## src/rtl/alu_pkg.sv

```systemverilog
// Shared types and constants for the ALU dispatcher and its arithmetic units.
//   - NUM_UNITS / DATA_W : unit count and operand/result width
//   - alu_op_e           : opcode, which is also the unit index
//   - ERR_*              : response error encoding
//   - disp_state_e       : dispatcher FSM states
package alu_pkg;

  localparam int unsigned NUM_UNITS = 4;
  localparam int unsigned DATA_W    = 64;

  typedef enum logic [1:0] {
    OP_ADD = 2'd0,
    OP_SUB = 2'd1,
    OP_MUL = 2'd2,
    OP_DIV = 2'd3
  } alu_op_e;

  localparam logic [1:0] ERR_NONE    = 2'd0;
  localparam logic [1:0] ERR_DIV0    = 2'd1;
  localparam logic [1:0] ERR_TIMEOUT = 2'd2;

  typedef enum logic [1:0] {
    StIdle,
    StIssue,
    StWait,
    StResp
  } disp_state_e;

  // One-hot unit select for an opcode.
  function automatic logic [NUM_UNITS-1:0] op_onehot(input alu_op_e op);
    logic [NUM_UNITS-1:0] oh;
    oh     = '0;
    oh[op] = 1'b1;
    return oh;
  endfunction

endpackage

```

## src/rtl/alu_dispatcher_if.sv

```systemverilog
// Bus bundle between the instruction front end, the dispatcher and the arithmetic units.
//   cmd_*  : command valid/ready channel (opcode, operands, tag)
//   unit_* : shared operands, one-hot start, per-unit working/ack/result
//   rsp_*  : response valid/ready channel (result, tag, error)
// Modport master is the dispatcher side; slave is the front end plus units.
interface alu_dispatcher_if #(
  parameter int unsigned TAG_W = 4
);
  import alu_pkg::*;

  logic                          cmd_valid;
  logic                          cmd_ready;
  alu_op_e                       cmd_op;
  logic [DATA_W-1:0]             cmd_a;
  logic [DATA_W-1:0]             cmd_b;
  logic [TAG_W-1:0]              cmd_tag;

  logic [DATA_W-1:0]             unit_a;
  logic [DATA_W-1:0]             unit_b;
  logic [NUM_UNITS-1:0]          unit_start;
  logic [NUM_UNITS-1:0]          unit_working;
  logic [NUM_UNITS-1:0]          unit_ack;
  logic [NUM_UNITS*DATA_W-1:0]   unit_result;

  logic                          rsp_valid;
  logic                          rsp_ready;
  logic [DATA_W-1:0]             rsp_data;
  logic [TAG_W-1:0]              rsp_tag;
  logic [1:0]                    rsp_err;

  modport master (
    input  cmd_valid, cmd_op, cmd_a, cmd_b, cmd_tag,
    input  unit_working, unit_ack, unit_result,
    input  rsp_ready,
    output cmd_ready,
    output unit_a, unit_b, unit_start,
    output rsp_valid, rsp_data, rsp_tag, rsp_err
  );

  modport slave (
    output cmd_valid, cmd_op, cmd_a, cmd_b, cmd_tag,
    output unit_working, unit_ack, unit_result,
    output rsp_ready,
    input  cmd_ready,
    input  unit_a, unit_b, unit_start,
    input  rsp_valid, rsp_data, rsp_tag, rsp_err
  );

endinterface

```

## src/rtl/alu_timeout_ctr.sv

```systemverilog
// Saturating timeout counter with synchronous clear.
//   clk, rst_n : clock, asynchronous active-low reset
//   i_clr      : restart from zero (has priority over i_en)
//   i_en       : count one cycle
//   o_tc       : count has reached TERMINAL; the counter holds there
module alu_timeout_ctr #(
  parameter int unsigned CNT_W    = 11,
  parameter int unsigned TERMINAL = 1023
) (
  input  logic clk,
  input  logic rst_n,
  input  logic i_clr,
  input  logic i_en,
  output logic o_tc
);

  logic [CNT_W-1:0] r_cnt;

  assign o_tc = (r_cnt == CNT_W'(TERMINAL));

  always_ff @(posedge clk or negedge rst_n) begin
    if (!rst_n) begin
      r_cnt <= '0;
    end else if (i_clr) begin
      r_cnt <= '0;
    end else if (i_en && !o_tc) begin
      r_cnt <= r_cnt + CNT_W'(1);
    end
  end

endmodule

```

## src/rtl/alu_dispatcher.sv

```systemverilog
// Initiator for the adder/subtractor/multiplier/divider start/working/ack handshake.
// Takes one command at a time, starts the selected unit once it is idle, waits for its
// ack (or a timeout) and presents result, tag and error on the response channel.
//   clk, rst_n : clock, asynchronous active-low reset
//   bus        : alu_dispatcher_if.master (cmd_*, unit_*, rsp_* signals)
module alu_dispatcher
  import alu_pkg::*;
#(
  parameter int unsigned TAG_W          = 4,
  parameter int unsigned TIMEOUT_CYCLES = 1024,
  parameter int unsigned CNT_W          = 11
) (
  input logic              clk,
  input logic              rst_n,
  alu_dispatcher_if.master bus
);

  disp_state_e          r_state;
  alu_op_e              r_op;
  logic [DATA_W-1:0]    r_a;
  logic [DATA_W-1:0]    r_b;
  logic [TAG_W-1:0]     r_tag;
  logic [NUM_UNITS-1:0] r_start;
  logic                 r_rsp_valid;
  logic [DATA_W-1:0]    r_rsp_data;
  logic [TAG_W-1:0]     r_rsp_tag;
  logic [1:0]           r_rsp_err;

  logic                                w_cmd_ready;
  logic                                w_accept;
  logic                                w_div0;
  logic                                w_sel_working;
  logic                                w_sel_ack;
  logic [NUM_UNITS-1:0][DATA_W-1:0]    w_results;
  logic [DATA_W-1:0]                   w_sel_result;
  logic                                w_tc;

  assign w_cmd_ready   = (r_state == StIdle);
  assign w_accept      = bus.cmd_valid && w_cmd_ready;
  assign w_div0        = (bus.cmd_op == OP_DIV) && (bus.cmd_b == '0);

  // Only the unit selected by the registered opcode is ever looked at.
  assign w_results     = bus.unit_result;
  assign w_sel_working = bus.unit_working[r_op];
  assign w_sel_ack     = bus.unit_ack[r_op];
  assign w_sel_result  = w_results[r_op];

  // Held clear throughout ISSUE so WAIT always starts counting from zero.
  alu_timeout_ctr #(
    .CNT_W    (CNT_W),
    .TERMINAL (TIMEOUT_CYCLES - 1)
  ) u_timeout_ctr (
    .clk   (clk),
    .rst_n (rst_n),
    .i_clr (r_state == StIssue),
    .i_en  ((r_state == StWait) && !w_sel_ack),
    .o_tc  (w_tc)
  );

  always_ff @(posedge clk or negedge rst_n) begin
    if (!rst_n) begin
      r_state     <= StIdle;
      r_op        <= OP_ADD;
      r_a         <= '0;
      r_b         <= '0;
      r_tag       <= '0;
      r_start     <= '0;
      r_rsp_valid <= 1'b0;
      r_rsp_data  <= '0;
      r_rsp_tag   <= '0;
      r_rsp_err   <= ERR_NONE;
    end else begin
      case (r_state)
        StIdle: begin
          if (w_accept) begin
            r_op  <= bus.cmd_op;
            r_a   <= bus.cmd_a;
            r_b   <= bus.cmd_b;
            r_tag <= bus.cmd_tag;
            if (w_div0) begin
              // Answer directly; no unit is started.
              r_rsp_valid <= 1'b1;
              r_rsp_data  <= '0;
              r_rsp_tag   <= bus.cmd_tag;
              r_rsp_err   <= ERR_DIV0;
              r_state     <= StResp;
            end else begin
              r_state <= StIssue;
            end
          end
        end

        StIssue: begin
          // No timeout here: a busy unit is waited on indefinitely.
          if (!w_sel_working) begin
            r_start <= op_onehot(r_op);
            r_state <= StWait;
          end
        end

        StWait: begin
          // Ack is checked first so it wins over a coincident timeout.
          if (w_sel_ack) begin
            r_start     <= '0;
            r_rsp_valid <= 1'b1;
            r_rsp_data  <= w_sel_result;
            r_rsp_tag   <= r_tag;
            r_rsp_err   <= ERR_NONE;
            r_state     <= StResp;
          end else if (w_tc) begin
            r_start     <= '0;
            r_rsp_valid <= 1'b1;
            r_rsp_data  <= '0;
            r_rsp_tag   <= r_tag;
            r_rsp_err   <= ERR_TIMEOUT;
            r_state     <= StResp;
          end
        end

        StResp: begin
          if (bus.rsp_ready) begin
            r_rsp_valid <= 1'b0;
            r_state     <= StIdle;
          end
        end

        default: begin
          r_start     <= '0;
          r_rsp_valid <= 1'b0;
          r_state     <= StIdle;
        end
      endcase
    end
  end

  assign bus.cmd_ready  = w_cmd_ready;
  assign bus.unit_a     = r_a;
  assign bus.unit_b     = r_b;
  assign bus.unit_start = r_start;
  assign bus.rsp_valid  = r_rsp_valid;
  assign bus.rsp_data   = r_rsp_data;
  assign bus.rsp_tag    = r_rsp_tag;
  assign bus.rsp_err    = r_rsp_err;

endmodule

```

## src/flat_wrapper.sv

```systemverilog
// flat-port wrapper written by rule: the top's interface ports become plain ports
module alu_dispatcher_flat import alu_pkg::*;
#(
  parameter int unsigned TAG_W          = 4,
  parameter int unsigned TIMEOUT_CYCLES = 1024,
  parameter int unsigned CNT_W          = 11
)
  (clk, rst_n, bus_cmd_valid, bus_cmd_op, bus_cmd_a, bus_cmd_b, bus_cmd_tag, bus_unit_working, bus_unit_ack, bus_unit_result, bus_rsp_ready, bus_cmd_ready, bus_unit_a, bus_unit_b, bus_unit_start, bus_rsp_valid, bus_rsp_data, bus_rsp_tag, bus_rsp_err);
  alu_dispatcher_if #(.TAG_W(TAG_W)) bus_i ();
  input logic clk;
  input logic rst_n;
  input wire logic [$bits(bus_i.cmd_valid)-1:0] bus_cmd_valid;
  input wire logic [$bits(bus_i.cmd_op)-1:0] bus_cmd_op;
  input wire logic [$bits(bus_i.cmd_a)-1:0] bus_cmd_a;
  input wire logic [$bits(bus_i.cmd_b)-1:0] bus_cmd_b;
  input wire logic [$bits(bus_i.cmd_tag)-1:0] bus_cmd_tag;
  input wire logic [$bits(bus_i.unit_working)-1:0] bus_unit_working;
  input wire logic [$bits(bus_i.unit_ack)-1:0] bus_unit_ack;
  input wire logic [$bits(bus_i.unit_result)-1:0] bus_unit_result;
  input wire logic [$bits(bus_i.rsp_ready)-1:0] bus_rsp_ready;
  output wire logic [$bits(bus_i.cmd_ready)-1:0] bus_cmd_ready;
  output wire logic [$bits(bus_i.unit_a)-1:0] bus_unit_a;
  output wire logic [$bits(bus_i.unit_b)-1:0] bus_unit_b;
  output wire logic [$bits(bus_i.unit_start)-1:0] bus_unit_start;
  output wire logic [$bits(bus_i.rsp_valid)-1:0] bus_rsp_valid;
  output wire logic [$bits(bus_i.rsp_data)-1:0] bus_rsp_data;
  output wire logic [$bits(bus_i.rsp_tag)-1:0] bus_rsp_tag;
  output wire logic [$bits(bus_i.rsp_err)-1:0] bus_rsp_err;
  assign bus_i.cmd_valid = bus_cmd_valid;
  assign bus_i.cmd_op = bus_cmd_op;
  assign bus_i.cmd_a = bus_cmd_a;
  assign bus_i.cmd_b = bus_cmd_b;
  assign bus_i.cmd_tag = bus_cmd_tag;
  assign bus_i.unit_working = bus_unit_working;
  assign bus_i.unit_ack = bus_unit_ack;
  assign bus_i.unit_result = bus_unit_result;
  assign bus_i.rsp_ready = bus_rsp_ready;
  assign bus_cmd_ready = bus_i.cmd_ready;
  assign bus_unit_a = bus_i.unit_a;
  assign bus_unit_b = bus_i.unit_b;
  assign bus_unit_start = bus_i.unit_start;
  assign bus_rsp_valid = bus_i.rsp_valid;
  assign bus_rsp_data = bus_i.rsp_data;
  assign bus_rsp_tag = bus_i.rsp_tag;
  assign bus_rsp_err = bus_i.rsp_err;
  alu_dispatcher #(.TAG_W(TAG_W), .TIMEOUT_CYCLES(TIMEOUT_CYCLES), .CNT_W(CNT_W)) u_core (.clk(clk), .rst_n(rst_n), .bus(bus_i));
endmodule
```

## config.mk

```make
export PLATFORM = sky130hd
export DESIGN_NAME = alu_dispatcher_flat
export DESIGN_NICKNAME = d
export VERILOG_FILES = /design/src/rtl/alu_pkg.sv /design/src/rtl/alu_dispatcher_if.sv /design/src/rtl/alu_timeout_ctr.sv /design/src/rtl/alu_dispatcher.sv /design/src/flat_wrapper.sv
export SDC_FILE = /design/constraint.sdc
export NUM_CORES = 1
export LEC_CHECK = 0
export CAP_MARGIN = 0
export CORE_AREA = 2 2 234 236
export DETAILED_ROUTE_END_ITERATION = 8
export DIE_AREA = 0 0 236 238
export SLEW_MARGIN = 20
export SYNTH_ARGS = -nofsm -noshare
export SYNTH_HDL_FRONTEND = slang
export SYNTH_SLANG_ARGS = --single-unit
export TNS_END_PERCENT = 20
```

## constraint.sdc

```tcl
create_clock -name clk -period 5.6 [get_ports clk]
set_clock_uncertainty 0.05 [all_clocks]
set_input_delay 1.12 -clock clk [delete_from_list [all_inputs] [get_ports clk]]
set_output_delay 1.12 -clock clk [all_outputs]
set_load 0.02 [all_outputs]
```

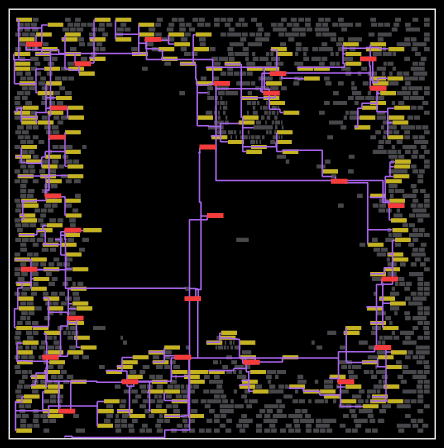
Figure 1: clock wires, drivers and flops.
clock-net drivers -> red  # count 27
flip-flops -> yellow  # count 222
clock wires -> purple  # length 3620 um
routed clock nets = 28
clock share of power: 17.7%
Clk power: 1760 uW
Clock Latency Late Sink: 0.55 ns

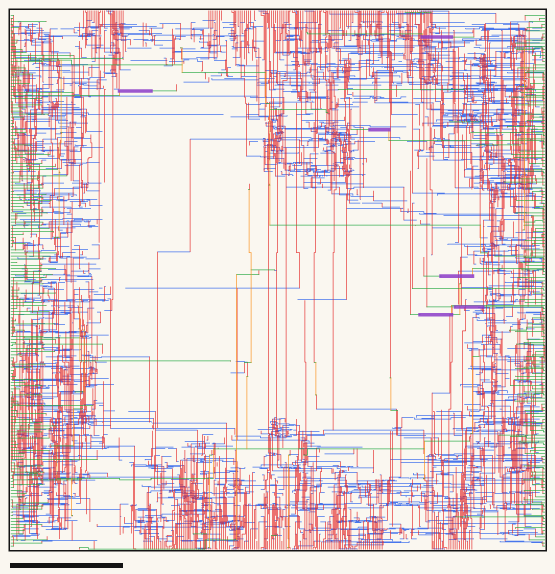
Figure 2: routed metal, one color a layer.
Bar = 50 um.
M3 -> green  # wire length 3900 um
M5 -> purple  # wire length 74.5 um
M4 -> orange  # wire length 780 um
M1 -> blue  # wire length 16000 um
M2 -> red  # wire length 22.0 mm
routed len/inst: 21.2 um
drt total wl: 42800 um
via count: 8738
Global Route Usage Sum: 14.7%

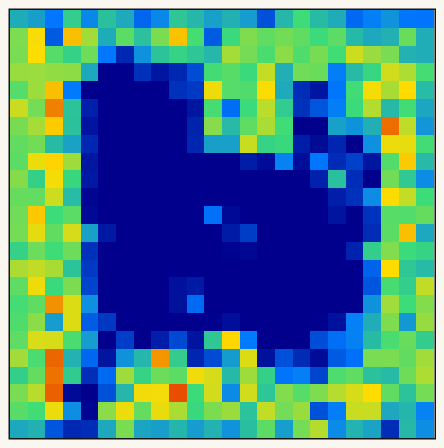
Figure 3: cell area per tile.
24 x 24 tiles, from dark blue (low) to red (high), 0 to 100% covered.
mean over tiles = 32%
tiles over 75% full = 3.3%
fullest tile = 91%
core region area: 53500 sq um
fp util: 20.4%

==> CHANGELOG.md <==
### Metrics

- Synth Warn #: 0
- Setup TNS: 0 ns
- Family with the most delay on the worst path: simple AND/OR/NAND/NOR gates
- Vias in the first global route: around 10000
- Post-synth top area cell: dfrtp_1
- Detailed Place HPWL: 33000 um
- Comb pwr: 5310 uW
- Mapped Area: 10900 sq um
- Mapped Nets: 1123
- Slew Viols, Final: 0
- Hold buffer count at CTS: 0
- Hold Crit Depth: 2
- R2r setup slk: between 1.5 and 2 ns
- Metal3 WL: between 3000 and 4000 um
- Psw: ~3700 uW
- Tool warning count: 31
- Reg power frac: approximately 29%
- Clock Tree Root: clkbuf_16
- Num CTS Buffers: 27
- Hold WC Path Type: register to register
- CP endpoint: u_core.bus.rsp_data[29]
- RSZ-0062 raised after global routing: no
- Die extent in y: roughly 240 um
- Critical-path maximum fanout: 22
- Busiest grt layer: met2
- Power, Total: 9980 uW
- Synth flops: 222
- Worst hold slack: around 0.43 ns
- Post-CTS setup buffer count: 0
- M1 WL: approximately 16000 um
- P_seq: 2900 uW
- Ys async rst share: 100%
- Crit path time final: around 4.3 ns
- Yosys Chip Area: around 11000 sq um
- # DRC: 0
- Ys flop type: dfrtp_1
- Largest net degree at the start of global routing: ~140
- Mean post-synth cell area: about 15 sq um
- Crit-path most repeated cell: or4_1
- Rel. slew slack: a little under two fifths
- Pwr dens: 535 nW/um^2
- Reg2Reg Launch Point: u_core.r_op[0]
- Syn Inst Count: 716
- Leakage power: 0.00780 uW
- Critical path depth in cells: 8
- CP Buf/Inv Count: 2
- Switching fraction of total power: a little under two fifths
- Pre-antenna DRT Iters: 4
- CP endpoint kind: register
- Detail Route Antenna Nets: 0
- Post-CTS Resized: 0
- Clk slew on worst S/H paths: approximately 0.06 ns
- Die Wd: 236 um
- # Cells Yosys: about 700
- Outcome: finished, final reports clean
- Max Used Layer: met5
- Unique cell types: 32
- Nets@finish: roughly 1700
- Post-DR vias/cell: about 4.3
- Top Consumer: combinational cells
- Worst slack, placed: roughly 0.67 ns
- Crit Path Class: input port to register
- R2R depth: 7
- Cells along the critical path: clkdlybuf4s50_1 > nor4_1 > nand4_1 > or4_1 > or4_1 > a221o_4 > buf_4 > mux2_4
- P_int: between 6000 and 7000 uW
- Maximum vdd drop: 300 uV
- Top Layout Cells: 604 x clkdlybuf4s50_1, 220 x dfrtp_1, 140 x mux2_2, 70 x mux2_4, 66 x mux4_2
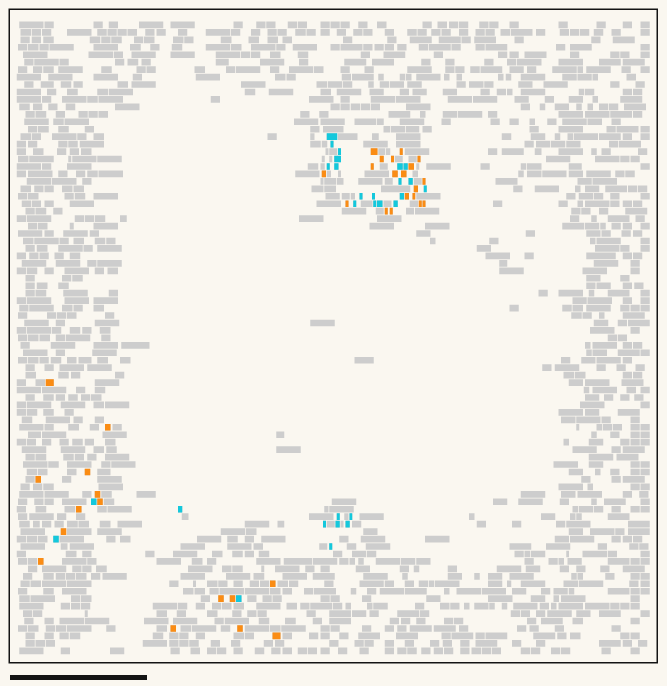
Figure 4: selected gate families.
Bar = 50 um.
nor cells -> orange  # cells 34
nand cells -> cyan  # cells 28
most numerous logic cell after layout: clkdlybuf4s50_1
final cell count without fillers: 2021
combinational share of cell area: 27.4%

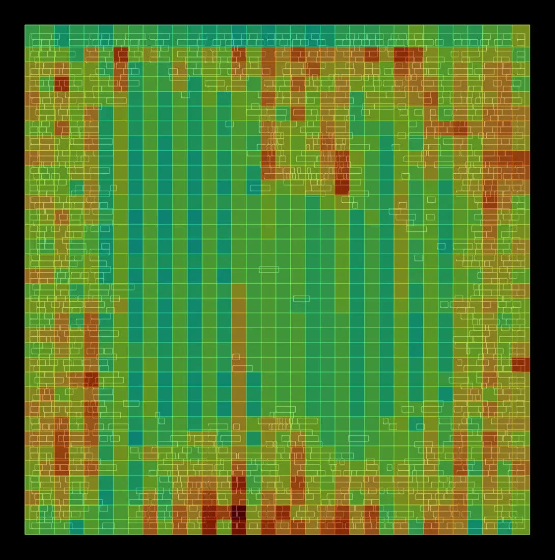
Figure 5: track usage over the die.
met3 GRT Util: 5.24%
met1 global-route usage: 16.2%
Final Util: 34.8%
GRT met2 Usage: 26.9%

-- sequential cells by signal, indices dropped and copies added (netlist names), 2 cells and up --
name,cells
u_core.bus.rsp_data,64
u_core.bus.rsp_err,2
u_core.bus.rsp_tag,4
u_core.bus.unit_a,64
u_core.bus.unit_b,64
u_core.bus.unit_start,4
u_core.r_op,2
u_core.r_state,2
u_core.r_tag,4
u_core.u_timeout_ctr.r_cnt,11
-- final cells by class --
cell class / instances / area [sq um]
antenna: 1 / 2.50
tap: 696 / 871
timing repair buffer: 615 / 6170
clock inverter: 7 / 92.6
multi-input combinational: 433 / 5110
fill: 5241 / 34900
clock buffer: 40 / 795
sequential: 222 / 5560
inverter: 7 / 26.3
Power figures rest on the tool's default switching activity, not on a simulated workload.
